File: src/rtl/fpu_thread_demux_pipe.sv
// fpu_thread_demux_pipe: N-thread FP op tracker for E1/E2/E3/W and owner of
// an iterative div/sqrt unit; routes per-thread write/stall/done one-hots.
// Ports: clk, clr (async, active-high); dt/d_fwe/d_fdiv/ext_stall from D;
// e1t..wt/e1w..ww stage tags+valids and their *_oh per-thread vectors;
// stall_div_sqrt(_oh), div_busy, div_t, div_done(_oh) for the div/sqrt unit.
module fpu_thread_demux_pipe #(
  parameter int NT      = 4,
  parameter int TW      = 2,
  parameter int DIV_LAT = 8
) (
  input  logic          clk,
  input  logic          clr,
  input  logic [TW-1:0] dt,
  input  logic          d_fwe,
  input  logic          d_fdiv,
  input  logic          ext_stall,
  output logic [TW-1:0] e1t,
  output logic [TW-1:0] e2t,
  output logic [TW-1:0] e3t,
  output logic [TW-1:0] wt,
  output logic          e1w,
  output logic          e2w,
  output logic          e3w,
  output logic          ww,
  output logic [NT-1:0] e1w_oh,
  output logic [NT-1:0] e2w_oh,
  output logic [NT-1:0] e3w_oh,
  output logic [NT-1:0] ww_oh,
  output logic          stall_div_sqrt,
  output logic [NT-1:0] stall_div_sqrt_oh,
  output logic          div_busy,
  output logic [TW-1:0] div_t,
  output logic          div_done,
  output logic [NT-1:0] div_done_oh
);

  localparam int CW = (DIV_LAT > 2) ? $clog2(DIV_LAT) : 1;

  typedef enum logic {
    IDLE,
    BUSY
  } st_e;

  st_e           st_q, st_d;
  logic [CW-1:0] cnt_q, cnt_d;
  logic [TW-1:0] div_t_q, div_t_d;

  logic          e1w_q, e2w_q, e3w_q, ww_q;
  logic          e1w_d, e2w_d, e3w_d, ww_d;
  logic [TW-1:0] e1t_q, e2t_q, e3t_q, wt_q;
  logic [TW-1:0] e1t_d, e2t_d, e3t_d, wt_d;

  logic tag_ok;
  logic iss;
  logic cnt_zero;
  logic busy;
  logic div_acc;

  assign tag_ok   = ({{(32-TW){1'b0}}, dt} < NT[31:0]);
  // div/sqrt wins when both flags are set
  assign iss      = d_fwe & ~d_fdiv & ~ext_stall & tag_ok;
  assign busy     = (st_q == BUSY);
  assign cnt_zero = (cnt_q == '0);
  // done cycle frees the unit for a same-edge reload
  assign div_acc  = d_fdiv & ~ext_stall & tag_ok
                  & (~busy | cnt_zero);

  assign stall_div_sqrt = d_fdiv & tag_ok & busy & ~cnt_zero;
  assign div_done       = busy & cnt_zero;
  assign div_busy       = busy;
  assign div_t          = div_t_q;

  assign e1w = e1w_q;
  assign e2w = e2w_q;
  assign e3w = e3w_q;
  assign ww  = ww_q;
  assign e1t = e1t_q;
  assign e2t = e2t_q;
  assign e3t = e3t_q;
  assign wt  = wt_q;

  always_comb begin
    e1w_d = iss;
    e1t_d = dt;
    e2w_d = e1w_q;
    e2t_d = e1t_q;
    e3w_d = e2w_q;
    e3t_d = e2t_q;
    ww_d  = e3w_q;
    wt_d  = e3t_q;
  end

  always_comb begin
    st_d    = st_q;
    cnt_d   = cnt_q;
    div_t_d = div_t_q;
    unique case (st_q)
      IDLE: begin
        if (div_acc) begin
          st_d    = BUSY;
          cnt_d   = CW'(DIV_LAT - 1);
          div_t_d = dt;
        end
      end
      BUSY: begin
        if (cnt_zero) begin
          if (div_acc) begin
            cnt_d   = CW'(DIV_LAT - 1);
            div_t_d = dt;
          end else begin
            st_d = IDLE;
          end
        end else begin
          cnt_d = cnt_q - 1'b1;
        end
      end
      default: st_d = IDLE;
    endcase
  end

  always_comb begin
    e1w_oh            = '0;
    e2w_oh            = '0;
    e3w_oh            = '0;
    ww_oh             = '0;
    stall_div_sqrt_oh = '0;
    div_done_oh       = '0;
    for (int i = 0; i < NT; i++) begin
      e1w_oh[i] = e1w_q & (e1t_q == i[TW-1:0]);
      e2w_oh[i] = e2w_q & (e2t_q == i[TW-1:0]);
      e3w_oh[i] = e3w_q & (e3t_q == i[TW-1:0]);
      ww_oh[i]  = ww_q  & (wt_q  == i[TW-1:0]);
      stall_div_sqrt_oh[i] = stall_div_sqrt
                           & (dt == i[TW-1:0]);
      div_done_oh[i] = div_done
                     & (div_t_q == i[TW-1:0]);
    end
  end

  always_ff @(posedge clk or posedge clr) begin
    if (clr) begin
      e1w_q   <= 1'b0;
      e2w_q   <= 1'b0;
      e3w_q   <= 1'b0;
      ww_q    <= 1'b0;
      e1t_q   <= '0;
      e2t_q   <= '0;
      e3t_q   <= '0;
      wt_q    <= '0;
      st_q    <= IDLE;
      cnt_q   <= '0;
      div_t_q <= '0;
    end else begin
      e1w_q   <= e1w_d;
      e2w_q   <= e2w_d;
      e3w_q   <= e3w_d;
      ww_q    <= ww_d;
      e1t_q   <= e1t_d;
      e2t_q   <= e2t_d;
      e3t_q   <= e3t_d;
      wt_q    <= wt_d;
      st_q    <= st_d;
      cnt_q   <= cnt_d;
      div_t_q <= div_t_d;
    end
  end

endmodule

File: config.mk
export PLATFORM = sky130hd
export DESIGN_NAME = fpu_thread_demux_pipe
export DESIGN_NICKNAME = d
export VERILOG_FILES = /design/src/rtl/fpu_thread_demux_pipe.sv
export SDC_FILE = /design/constraint.sdc
export NUM_CORES = 1
export LEC_CHECK = 0
export CORE_MARGIN = 8
export CORE_UTILIZATION = 39
export CTS_CLUSTER_DIAMETER = 80
export DETAILED_ROUTE_END_ITERATION = 7
export HOLD_SLACK_MARGIN = 0.1
export PLACE_DENSITY = 0.91
export RECOVER_POWER = 100
export REMOVE_ABC_BUFFERS = 1
export SETUP_SLACK_MARGIN = 0.2
export SKIP_CTS_REPAIR_TIMING = 1
export SLEW_MARGIN = 20
export SYNTH_ARGS = -nofsm -noshare
export SYNTH_HDL_FRONTEND = slang
export SYNTH_SLANG_ARGS = --single-unit
File: constraint.sdc
create_clock -name clk -period 2.7 [get_ports clk]
set_input_delay 0.54 -clock clk [delete_from_list [all_inputs] [get_ports clk]]
set_output_delay 0.54 -clock clk [all_outputs]
set_load 0.05 [all_outputs]
Run 1, supply network:
(6 px per um) Pins as bars on the die edge.
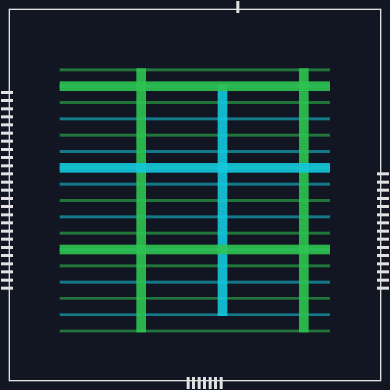
[VDD] cyan
[VSS] green
met5 straps: 3
met1 rails: 17

Run 1, cell classes on the final placement:
(4 px per um) Fill, decap, tap and diode cells in grey.
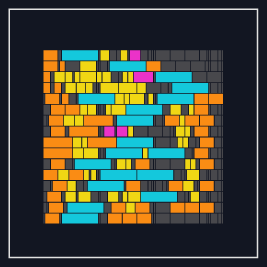
[other buffers and delay cells] orange | cells: 47 | share of their area: 37%
[flip-flops] cyan | cells: 18 | share of their area: 34%
[clock drivers and dummy loads] magenta | cells: 4 | share of their area: 2.7%
[all other logic] yellow | cells: 57 | share of their area: 26%

Run 1, clock network drawn from the DEF:
(10 px per um)
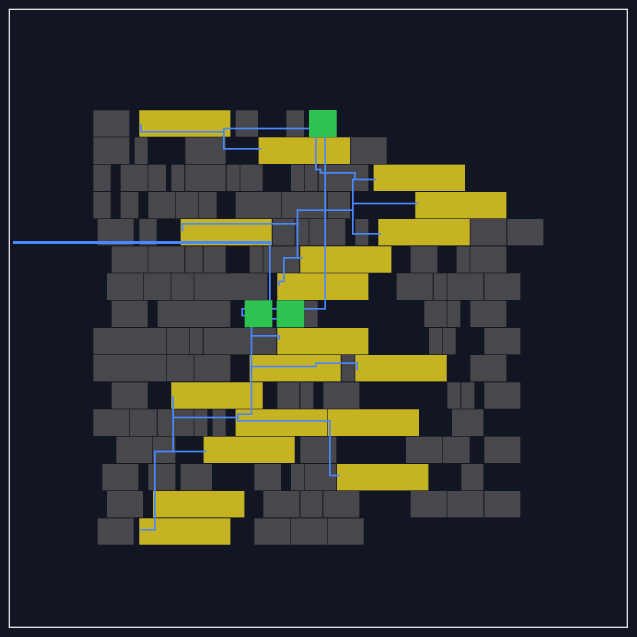
[clock wires] blue | length: 211 um
[flip-flops] yellow | count: 18
[cells driving clock nets] green | count: 3
routed clock nets: 4
Clk. pwr: 0.000165 W
power share of the clock group: 15.2%

[run 1: how the worst max path moves through the flow]
stage | start | slack [ns] | end
after floorplan | div_busy | 0.01 | div_done_oh[1]
after global placement | d_fdiv | 0.43 | stall_div_sqrt_oh[1]
after detailed placement | d_fdiv | 0.38 | stall_div_sqrt_oh[1]
after CTS | e3t[1] | 0.33 | e3w_oh[0]
after global routing | cnt_q[0] | 0.17 | stall_div_sqrt_oh[1]
final | e3t[1] | 0.31 | e3w_oh[0]
[run 1: flip-flops by register name, indices dropped and copies added (netlist names)]
name      flops
wt            2
e2w           1
e1w           1
e3t           2
e1t           2
cnt_q         3
e2t           2
div_t         2
ww            1
div_busy      1
e3w           1
==> flow_summary.ini, run 1 <==
; yosys + openroad results
[status]
outcome = completed

[floorplan]
dieHeight_um = 61.7
well_tap_count = 27

[layout]
nonClkBufAreaFrac_pct = 36.2
logic_gates = 52
comb_share_pct = 24.4
clock_buffers = 4
sh_seq_area_pct = 33.0
seq_cell_count = 18
nFillCells = 163

[yosys]
synth-edff-count = 0
yosys-stat-area_sq_um = 813
ys_sh_adder_pct = 3.08
synth_warnings = 0

[grt]
overflow = 0
grt_max_degree = 19
track_usage_pct = 13.2
grt_first_pass_wirelength_um = 3730

[hold_path]
hp-class = reg -> reg
min_path_cells = 0

[drt]
met2_length_um = 1050

[setup_path]
path_buffers = 1
r2r-end = div_t[0]
cp_slowest_cell = dlygate4sd3_1

[power]
powerDensity_nw_per_um2 = 791
p_total_w = 0.00108

[timing]
period_minus_slack_ns = 2.39
clock.fmax_mhz = 418
hold_viol = 0
## Run 2: what changed since run 1
Settings changed: SLEW_MARGIN 20 to not set.
Run 2, clock network drawn from the DEF:
(10 px per um)
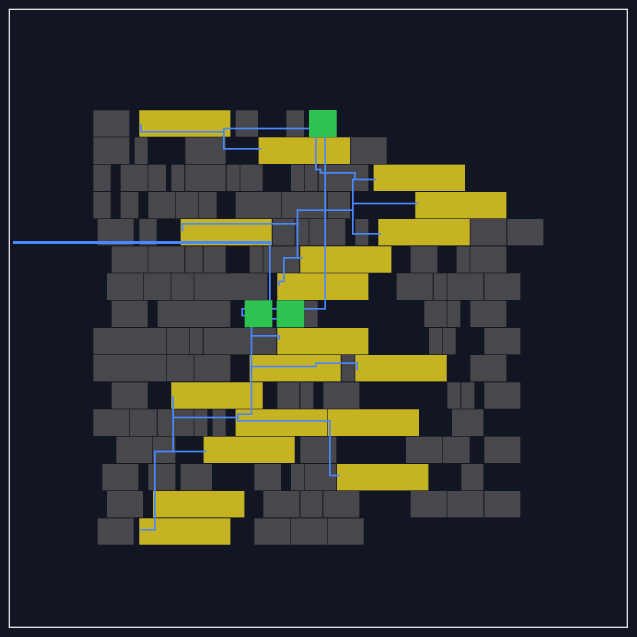
Latency at later pin: 0.29 ns
clock skew: 0.00610 ns

Run 2, supply network:
(6 px per um) Pins as bars on the die edge.
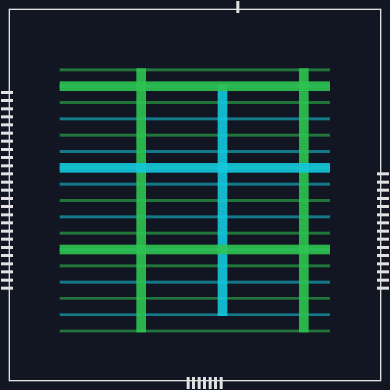
[VDD] cyan
[VSS] green
signal pins: 48
rows: 16
met1 rails: 17
met4 straps: 3

==> flow_summary.ini, run 2 <==
; yosys + openroad results
[status]
outcome = completed

[grt]
overflow = 0
grt_max_degree = 19
grt_antenna_before_repair = 0
grt_first_pass_wirelength_um = 3730
track_usage_pct = 13.2

[yosys]
synth_top_cell_by_count = dfrtp_1
synth.distinct_cells = 19
postSynthSeqShare_pct = 55.4
synth_warnings = 0
ys_sh_adder_pct = 3.08
yosys-stat-area_sq_um = 813
synth-edff-count = 0
yosys_register_bits = 18

[setup_path]
cp.arrival_ns = 1.85
cp_slowest_cell = dlygate4sd3_1
path_buffers = 1

[floorplan]
dieHeight_um = 61.7
pin_count = 48

[place]
dp_hpwl_um = 1920

[power]
power_frac_clock_pct = 15.2
pg_clk_w = 0.000165
seqPwrFrac_pct = 35.8
p_int_w = 0.000591
p_total_w = 0.00108
powerDensity_nw_per_um2 = 791

[drt]
met2_length_um = 1050
first_iter_violations = 13
drt_first_pass_iters = 4
met3_length_um = 345

[layout]
nFillCells = 163
antenna_cells = 0
lay_top_cells = 35 x dlygate4sd3_1, 18 x dfrtp_1, 10 x nand2_1
largest-register = cnt_q
largest_reg_flops = 3

[hold_path]
hp-class = reg -> reg

[timing]
clock.fmax_mhz = 418
hold_viol = 0
holdWs_ns = 0.459
Run 2, cell outlines without signal wires:
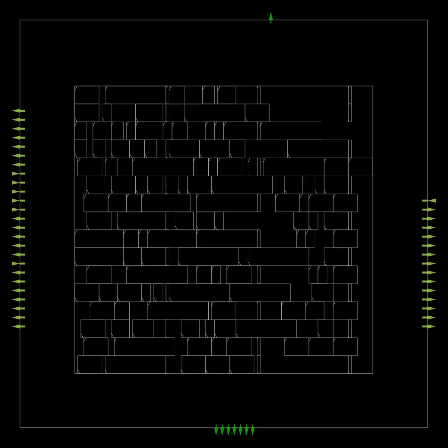
non-filler cells, final: 153
flop share of the area: 33.0%
num rows: 16
Seq cells: 18
tap cells: 27

[run 2: cell counts in the layout (fill, tap and decap cells not counted)]
Identical to the previous run, type by type.
[run 2: path summary, 6_finish.rpt]
check | from | endpoint | slack [ns] | depth (start not counted)
worst max-delay path | e3t[1] | e3w_oh[0] | 0.31 | 2
worst min-delay path | e2w | e3w | 0.46 | 0
worst max register to register | cnt_q[1] | div_t[0] | 1.14 | 5
worst min register to register | e2w | e3w | 0.46 | 0
max in group asynchronous | clr | e2t[1] | 1.50 | 2
min in group asynchronous | clr | cnt_q[1] | 0.77 | 2
[run 2: area by class of cell]
type                       count  area, sq um  share of cell area (%)
timing repair buffer          47          494                    36.2
clock buffer                   4         36.3                    2.66
inverter                       5         18.8                    1.37
sequential                    18          450                    33.0
multi-input combinational     52          333                    24.4
tap                           27         33.8                    2.47
## Run 3: what changed since run 2
Settings changed: SETUP_SLACK_MARGIN 0.2 to not set.
Run 3, supply network:
(6 px per um) Pins as bars on the die edge.
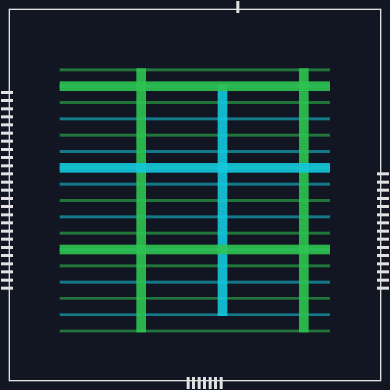
core area: 1960 sq um
worst ir drop on vdd: 757 uV

Run 3, wiring by layer:
(6 px per um) Two of the layers only.
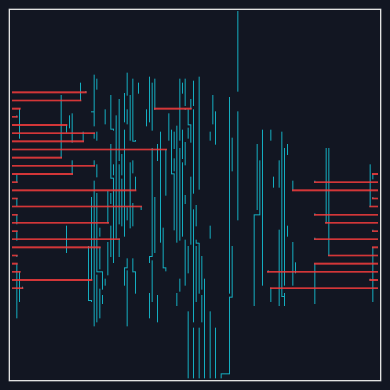
[met2] cyan | wire length: 1,050 um
[met3] red | wire length: 346 um
via count: 732
GRT Resource Usage Total: 13.2%
routed wire length: 2290 um
DR WL/cell: 15.0 um

Run 3, cell classes on the final placement:
(4 px per um) Fill, decap, tap and diode cells in grey.
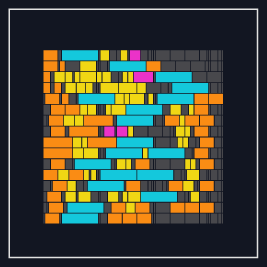
[all other logic] yellow | cells: 57 | share of their area: 26%
[clock drivers and dummy loads] magenta | cells: 4 | share of their area: 2.7%
[flip-flops] cyan | cells: 18 | share of their area: 34%
[other buffers and delay cells] orange | cells: 47 | share of their area: 37%
post-layout instance area: 1370 sq um
final cell utilization of the core: 69.6%

==> flow_summary.ini, run 3 <==
; yosys + openroad results
[power]
pg_clk_w = 0.000165
powerDensity_nw_per_um2 = 791
p_sw_share_pct = 45.3
power_frac_clock_pct = 15.2
p_total_w = 0.00108
seqPwrFrac_pct = 35.8

[grt]
grt_antenna_before_repair = 0
overflow = 0
grt_first_pass_wirelength_um = 3730
grt_max_degree = 19

[yosys]
ys_sh_adder_pct = 3.08
synth-edff-count = 0
netlist_instances = 75
yosys_most_used_dff = dfrtp_1
yosys_register_bits = 18
synth_top_cell_by_count = dfrtp_1
yosys-stat-area_sq_um = 813
synth_area_leader_cell = dfrtp_1
synth_warnings = 0
top_cell_area_share_pct = 55.4
synth.distinct_cells = 19

[setup_path]
cp.arrival_ns = 1.85
path_buffers = 1

[drt]
first_iter_violations = 13
drt_first_pass_iters = 4
met3_length_um = 345
met2_length_um = 1050

[timing]
clock_skew_ns = 0.00610
worst_slack_ns = 0.305
period_minus_slack_ns = 2.39
hold_viol = 0
holdWs_ns = 0.459

[layout]
lay_top_cells = 35 x dlygate4sd3_1, 18 x dfrtp_1, 10 x nand2_1
antenna_cells = 0
finalNonFillerCells = 153
nFillCells = 163
largest_reg_flops = 3

[hold_path]
hp-class = reg -> reg

[clock_tree]
insertion_delay_ns = 0.29
clockRootBuffer = clkbuf_4

[place]
dp_hpwl_um = 1920

[floorplan]
pin_count = 48
rows = 16
dieHeight_um = 61.7

[status]
outcome = completed
run 3: final timing paths:
kind                               start        end  slack (ns)  depth (start not counted)
worst min-delay path                 e2w        e3w        0.46                          0
worst max register to register  cnt_q[1]   div_t[0]        1.14                          5
min in group asynchronous            clr   cnt_q[1]        0.77                          2
worst min register to register       e2w        e3w        0.46                          0
worst max-delay path              e3t[1]  e3w_oh[0]        0.31                          2
max in group asynchronous            clr     e2t[1]        1.50                          2
run 3: cell type report:
type                            count  area, sq um  share of cell area [%]
Timing Repair Buffer               47          494                    36.2
Multi-Input combinational cell     52          333                    24.4
Inverter                            5         18.8                    1.37
Tap cell                           27         33.8                    2.47
Clock buffer                        4         36.3                    2.66
Sequential cell                    18          450                    33.0
Power and IR drop assume default switching activity.
